**src/rtl/param_selector_pkg.sv**
```systemverilog
// Shared constants, button indices and debouncer state encoding for the
// parameter selector.
package param_selector_pkg;

    // Frequency index limits and reset value
    localparam logic [3:0] BF_MIN     = 4'd1;
    localparam logic [3:0] BF_MAX     = 4'd8;
    localparam logic [3:0] BF_RST     = 4'd1;

    // Duty-cycle count limits (tens of percent) and reset value
    localparam logic [3:0] BC_MIN     = 4'd0;
    localparam logic [3:0] BC_MAX     = 4'd10;
    localparam logic [3:0] BC_RST     = 4'd5;

    // 1 = frequency index selected, 0 = duty-cycle count selected
    localparam logic       OPCION_RST = 1'b1;

    // Positions of the buttons in the internal button vectors
    localparam int BTN_UP   = 0;
    localparam int BTN_DOWN = 1;
    localparam int BTN_MODE = 2;
    localparam int BTN_NUM  = 3;

    typedef enum logic [1:0] {
        DB_RELEASED     = 2'd0,
        DB_PRESS_WAIT   = 2'd1,
        DB_PRESSED      = 2'd2,
        DB_RELEASE_WAIT = 2'd3
    } db_state_t;

    // One saturating step: +1 on inc, -1 on dec, never leaving [lo, hi].
    // Callers guarantee inc and dec are never both set.
    function automatic logic [3:0] step_sat(
        input logic [3:0] val,
        input logic       inc,
        input logic       dec,
        input logic [3:0] lo,
        input logic [3:0] hi
    );
        logic [3:0] res;
        res = val;
        if (inc && (val < hi)) begin
            res = val + 4'd1;
        end else if (dec && (val > lo)) begin
            res = val - 4'd1;
        end
        return res;
    endfunction

endpackage

```
**src/rtl/param_selector_debounce.sv**
```systemverilog
// Push-button conditioner: 2-flop synchronizer, 4-state debounce FSM and an
// optional auto-repeat that re-fires the press pulse while the button is held.
module btn_debounce
    import param_selector_pkg::*;
#(
    parameter int DEBOUNCE_CYCLES = 500000,
    parameter int REPEAT_CYCLES   = 25000000,
    parameter bit REPEAT_EN       = 1'b1
) (
    input  logic clk,
    input  logic rst_n,
    input  logic i_btn,
    output logic o_press
);

    localparam int DW = (DEBOUNCE_CYCLES > 1) ? $clog2(DEBOUNCE_CYCLES) : 1;
    localparam int RW = (REPEAT_CYCLES > 1) ? $clog2(REPEAT_CYCLES) : 1;
    localparam logic [DW-1:0] DB_LAST  = DW'(DEBOUNCE_CYCLES - 1);
    localparam logic [RW-1:0] REP_LAST = RW'(REPEAT_CYCLES - 1);

    logic          r_sync1;
    logic          r_sync2;
    db_state_t     r_state;
    db_state_t     w_state_next;
    logic [DW-1:0] r_db_cnt;
    logic [DW-1:0] w_db_cnt_next;
    logic [RW-1:0] r_rep_cnt;
    logic [RW-1:0] w_rep_cnt_next;
    logic          w_press;

    // Bring the raw button into the clock domain before anything looks at it
    always_ff @(posedge clk) begin
        if (!rst_n) begin
            r_sync1 <= 1'b0;
            r_sync2 <= 1'b0;
        end else begin
            r_sync1 <= i_btn;
            r_sync2 <= r_sync1;
        end
    end

    // FSM state and its stability / repeat counters
    always_ff @(posedge clk) begin
        if (!rst_n) begin
            r_state   <= DB_RELEASED;
            r_db_cnt  <= '0;
            r_rep_cnt <= '0;
        end else begin
            r_state   <= w_state_next;
            r_db_cnt  <= w_db_cnt_next;
            r_rep_cnt <= w_rep_cnt_next;
        end
    end

    // Next-state, counter and press-pulse decode. Counters idle at zero in
    // any state that does not use them, so every entry starts a fresh count.
    // The repeat pulse depends only on time spent in PRESSED, so a step that
    // falls due on the same cycle the release is first seen still fires.
    always_comb begin
        w_state_next   = r_state;
        w_db_cnt_next  = '0;
        w_rep_cnt_next = '0;
        w_press        = 1'b0;
        case (r_state)
            DB_RELEASED: begin
                if (r_sync2) begin
                    w_state_next = DB_PRESS_WAIT;
                end
            end
            DB_PRESS_WAIT: begin
                if (!r_sync2) begin
                    w_state_next = DB_RELEASED;
                end else if (r_db_cnt == DB_LAST) begin
                    w_state_next = DB_PRESSED;
                    w_press      = 1'b1;
                end else begin
                    w_db_cnt_next = r_db_cnt + DW'(1);
                end
            end
            DB_PRESSED: begin
                if (!r_sync2) begin
                    w_state_next = DB_RELEASE_WAIT;
                end
                if (r_rep_cnt == REP_LAST) begin
                    w_press = REPEAT_EN;
                end else begin
                    w_rep_cnt_next = r_rep_cnt + RW'(1);
                end
            end
            DB_RELEASE_WAIT: begin
                if (r_sync2) begin
                    w_state_next = DB_PRESSED;
                end else if (r_db_cnt == DB_LAST) begin
                    w_state_next = DB_RELEASED;
                end else begin
                    w_db_cnt_next = r_db_cnt + DW'(1);
                end
            end
            default: begin
                w_state_next = DB_RELEASED;
            end
        endcase
    end

    assign o_press = w_press;

endmodule

```
**src/rtl/param_selector.sv**
```systemverilog
// Three-button parameter selector: up/down step the selected parameter with
// saturation, mode swaps which parameter is selected, and changed flags any
// value update one cycle after it lands in the output registers.
module param_selector
    import param_selector_pkg::*;
#(
    parameter int DEBOUNCE_CYCLES = 500000,
    parameter int REPEAT_CYCLES   = 25000000
) (
    input  logic       clk,
    input  logic       rst_n,
    input  logic       btn_up,
    input  logic       btn_down,
    input  logic       btn_mode,
    output logic       opcion,
    output logic [3:0] bf,
    output logic [3:0] bc,
    output logic       changed
);

    logic [BTN_NUM-1:0] w_btn_raw;
    logic [BTN_NUM-1:0] w_press;

    logic       r_opcion;
    logic [3:0] r_bf;
    logic [3:0] r_bc;
    logic       r_alter;
    logic       r_changed;

    logic       w_inc;
    logic       w_dec;
    logic       w_opcion_next;
    logic [3:0] w_bf_next;
    logic [3:0] w_bc_next;
    logic       w_alter;

    assign w_btn_raw[BTN_UP]   = btn_up;
    assign w_btn_raw[BTN_DOWN] = btn_down;
    assign w_btn_raw[BTN_MODE] = btn_mode;

    // One conditioner per button; mode toggles must never auto-repeat
    for (genvar gi = 0; gi < BTN_NUM; gi++) begin : g_btn
        btn_debounce #(
            .DEBOUNCE_CYCLES (DEBOUNCE_CYCLES),
            .REPEAT_CYCLES   (REPEAT_CYCLES),
            .REPEAT_EN       (gi != BTN_MODE)
        ) u_db (
            .clk     (clk),
            .rst_n   (rst_n),
            .i_btn   (w_btn_raw[gi]),
            .o_press (w_press[gi])
        );
    end

    // Value update rules: up and down together cancel, the step acts on the
    // parameter selected before any same-cycle mode toggle
    always_comb begin
        w_inc         = w_press[BTN_UP] & ~w_press[BTN_DOWN];
        w_dec         = w_press[BTN_DOWN] & ~w_press[BTN_UP];
        w_opcion_next = r_opcion ^ w_press[BTN_MODE];
        w_bf_next     = r_bf;
        w_bc_next     = r_bc;
        if (r_opcion) begin
            w_bf_next = step_sat(r_bf, w_inc, w_dec, BF_MIN, BF_MAX);
        end else begin
            w_bc_next = step_sat(r_bc, w_inc, w_dec, BC_MIN, BC_MAX);
        end
        w_alter = (w_opcion_next != r_opcion) || (w_bf_next != r_bf)
               || (w_bc_next != r_bc);
    end

    // Output registers; changed trails the altering update by one cycle
    always_ff @(posedge clk) begin
        if (!rst_n) begin
            r_opcion  <= OPCION_RST;
            r_bf      <= BF_RST;
            r_bc      <= BC_RST;
            r_alter   <= 1'b0;
            r_changed <= 1'b0;
        end else begin
            r_opcion  <= w_opcion_next;
            r_bf      <= w_bf_next;
            r_bc      <= w_bc_next;
            r_alter   <= w_alter;
            r_changed <= r_alter;
        end
    end

    assign opcion  = r_opcion;
    assign bf      = r_bf;
    assign bc      = r_bc;
    assign changed = r_changed;

endmodule

```
**config.mk**
```make
export PLATFORM = sky130hd
export DESIGN_NAME = param_selector
export DESIGN_NICKNAME = d
export VERILOG_FILES = /design/src/rtl/param_selector_pkg.sv /design/src/rtl/param_selector_debounce.sv /design/src/rtl/param_selector.sv
export SDC_FILE = /design/constraint.sdc
export NUM_CORES = 1
export LEC_CHECK = 0
export ABC_AREA = 1
export CAP_MARGIN = 15
export CORE_MARGIN = 4
export CORE_UTILIZATION = 45
export DETAILED_ROUTE_END_ITERATION = 7
export SLEW_MARGIN = 25
export SYNTH_ARGS = -nofsm -noshare
export SYNTH_HDL_FRONTEND = slang
export SYNTH_HIERARCHICAL = 1
export SYNTH_SLANG_ARGS = --single-unit
```
**constraint.sdc**
```tcl
create_clock -name clk -period 5.9 [get_ports clk]
set_clock_uncertainty 0.2 [all_clocks]
set_input_delay 1.18 -clock clk [delete_from_list [all_inputs] [get_ports clk]]
set_output_delay 1.18 -clock clk [all_outputs]
set_load 0.02 [all_outputs]
```
==> results.txt, run 1 <==
run metrics: outcome=finished, final reports clean, Seq share, synth=0.368, post-DR vias/cell=4.84, simple share=0.389, cycle use final=0.513, #MultiIn Comb=753, Final nets=around 1100, Largest Register=g_btn.u_db/r_db_cnt, Filler Cell Count=about 1500, Placed Cells=1244, worst hold path class=reg2reg, post-CTS resize count=0, Tot GR Track Use=0.168, Setup TNS Final=0 ns, Top cells by area=dfxtp_1 37%, nand2_1 13%, nor2_1 9.5%, global placement routability congestion=0.851, Signal buf overhead=0.0185, worst hold margin=about 0.21 ns, crit path DAT=1.65 ns, invs w/o clock=135, logic gate share of total power=0.052, critical path's top delay family=buffers and inverters, clock tree cell share of total cell area=0.0745, combinational share of cell area=0.484, CORE AREA=15300 sq um, CP Cell Sequence=clkdlybuf4s50_1, crit-path max cell delay=0.68 ns, Synth cell types=45, vias in the first global route=5490, r2r worst-path depth=15, worst path bufs/invs=1, global route total overflow=0, num ports=15, Logic cell area=3860 sq um, r2r endpoint=bf[1], Yosys top cell by instances=nand2_1, Top FF cell, synth=dfxtp_1, DR top layer=met4, hpwl dp=10.7 mm, Synth Net Count=1049, Final Non-Filler Cells=1276, Post-synth top cells=250 x nand2_1, 178 x nor2_1, 130 x dfxtp_1, first-pass GRT wire length=25.0 mm, largest net degree at the start of global routing=26, fmax=330 MHz, biggest regs=g_btn.u_db/r_db_cnt x57, g_btn.u_db/r_rep_cnt x50, Die Footprint=17800 sq um, Non-clk bufs=15, Die Y=133 um, final wirelength=14.5 mm, seq pwr=~0.00091 W, flop and latch count out of synthesis=130, # Taps=roughly 210, layout cells sized above 1=0.0751, WL met2=6.49 mm, Layout area overhead=12.9%, Mux cell area share=0.00283, Top non-seq family=simple AND/OR/NAND/NOR gates, Max-area cell share=0.368, chip area in the Yosys report=between 7000 and 8000 sq um, Leak=2.76 nW, final setup fails=0, Clock Sinks=130, Clock Pin Slew Worst Setup and Hold Paths=approximately 0.050 ns, antenna violations before repair=0, grt met3 use=0.0427, Compound Share, Synth=0.0554, peak supply drop=0.220 mV, post-route worst setup slack=2.87 ns, first drt pass iteration count=5, Pwr Total=between 0.002 and 0.0025 W, Post-synth ARST share=0, Hold Path Origin=g_btn[0].u_db/r_sync1, adder-cell area share of the yosys netlist=0.0319, met3 WL=469 um, Worst Hold End=g_btn[0].u_db/r_sync2, NetSw=0.000477 W, leading cell type in the layout, fill and taps excluded=nand2_1, critical path class=reg2out, tool warnings=36, critical path depth=1, combinational group power=0.000109 W, CTS Buf Count=17, dpl ws=2.41 ns, Worst-Margin Slew=0.844 ns, Post-Syn Instances=1026, die x size=133 um, wl on met1=7.25 mm, Most Used Layer, Global Route=met2
### Floorplan with the power grid, run 1

Pins as bars on the die edge. Tap cells in grey.
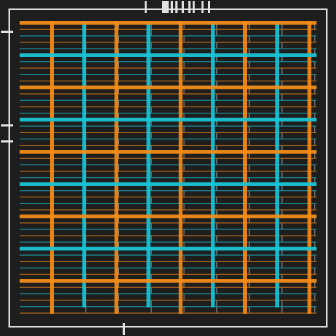
Key: cyan = VDD; orange = VSS
The core has 45 rows. 9 straps on met5. 9 straps on met4.

### Placement by cell class, run 1

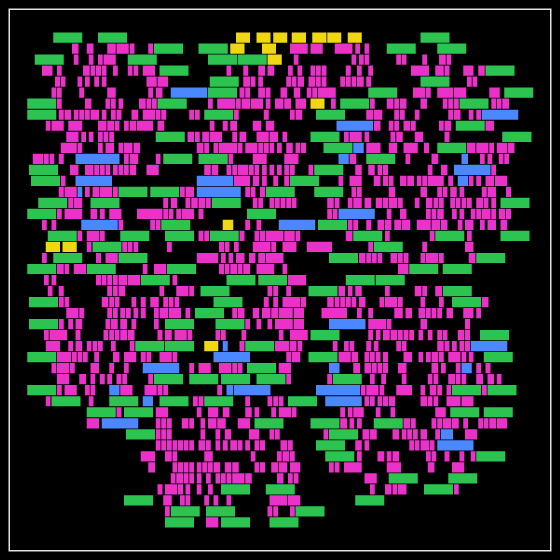
Key: blue = clock drivers and dummy loads [cells 32]; magenta = combinational and other logic [cells 888]; yellow = other buffers and delay cells [cells 15]; green = flops [cells 130]
Finished Cell Area: 7980 sq um
flop share of the area: 0.326
Util after Layout: 0.521
row count: 45

### Clock distribution, run 1

Scale bar: 50 um.
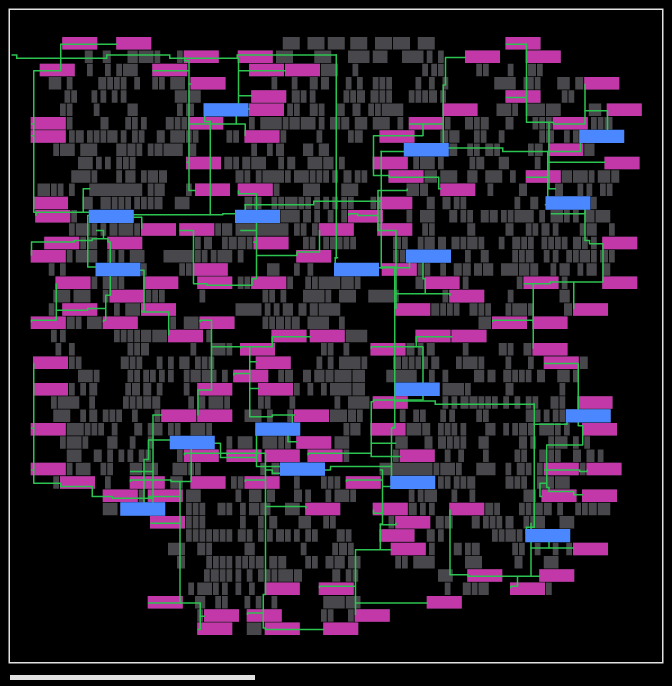
Key: green = clock wires [length 1720 um]; blue = clock drivers [count 17]; magenta = flip-flops [count 130]
Position of the flops: spread over the die.
clock network power consumption: 0.00105 W
clock power share: 0.508
clk latency late pin: 0.42 ns

==> run 1 -> run 2 <==
Clock period 5.9 ns to 3.1 ns, I/O delays scaled along.
### Routed metal, one colour a layer, run 2

Scale bar: 50 um.
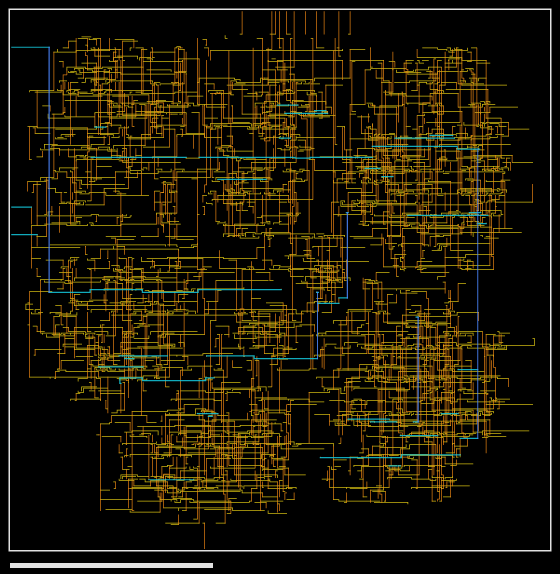
Key: blue = metal 4 [wire length 195 um]; cyan = metal 3 [wire length 443 um]; yellow = metal 1 [wire length 7230 um]; orange = metal 2 [wire length 6530 um]

==> run 2 against run 1 <==
Net effect:
- utilization is 0.25 points lower
- sequential share of layout area is 0.15 points higher
- synthesized area did not move
- critical endpoint is now bf[1]
- sequential cell count is the same
- cell count unchanged
- largest power group unchanged
==> results.txt, run 2 <==
run metrics: simple share=0.389, flop share of the area=0.328, Finished Cell Area=7940 sq um, CORE AREA=between 15000 and 20000 sq um, Setup TNS Final=0 ns, logic gate share of total power=0.054, Die Y=133 um, largest net degree at the start of global routing=26, tool warnings=36, post-route worst setup slack=between 0.3 and 0.4 ns, Signal buf overhead=0.0186, fmax=roughly 360 MHz, Clock Sinks=130, Final nets=1075, Worst-Margin Slew=0.902 ns, met3 WL=442 um, Post-synth ARST share=0, Final Non-Filler Cells=1276, CTS Buf Count=17, dpl ws=0.325 ns, Synth cell types=about 45, grt met3 use=0.0446, combinational group power=a little over 0.0002 W, global placement routability congestion=~0.88, die x size=133 um, Filler Cell Count=1598, # Taps=about 210, outcome=finished, final reports clean, Top FF cell, synth=dfxtp_1, peak supply drop=0.427 mV, invs w/o clock=135, antenna violations before repair=0, clock power share=0.489, chip area in the Yosys report=7060 sq um, layout cells sized above 1=0.0761, Most Used Layer, Global Route=met2, r2r worst-path depth=15, cycle use final=0.886, first drt pass iteration count=5, Compound Share, Synth=0.0554, Placed Cells=between 1000 and 1500, vias in the first global route=5629, Post-Syn Instances=around 1000
No activity file was given, so power comes from the tool's default toggle rates.
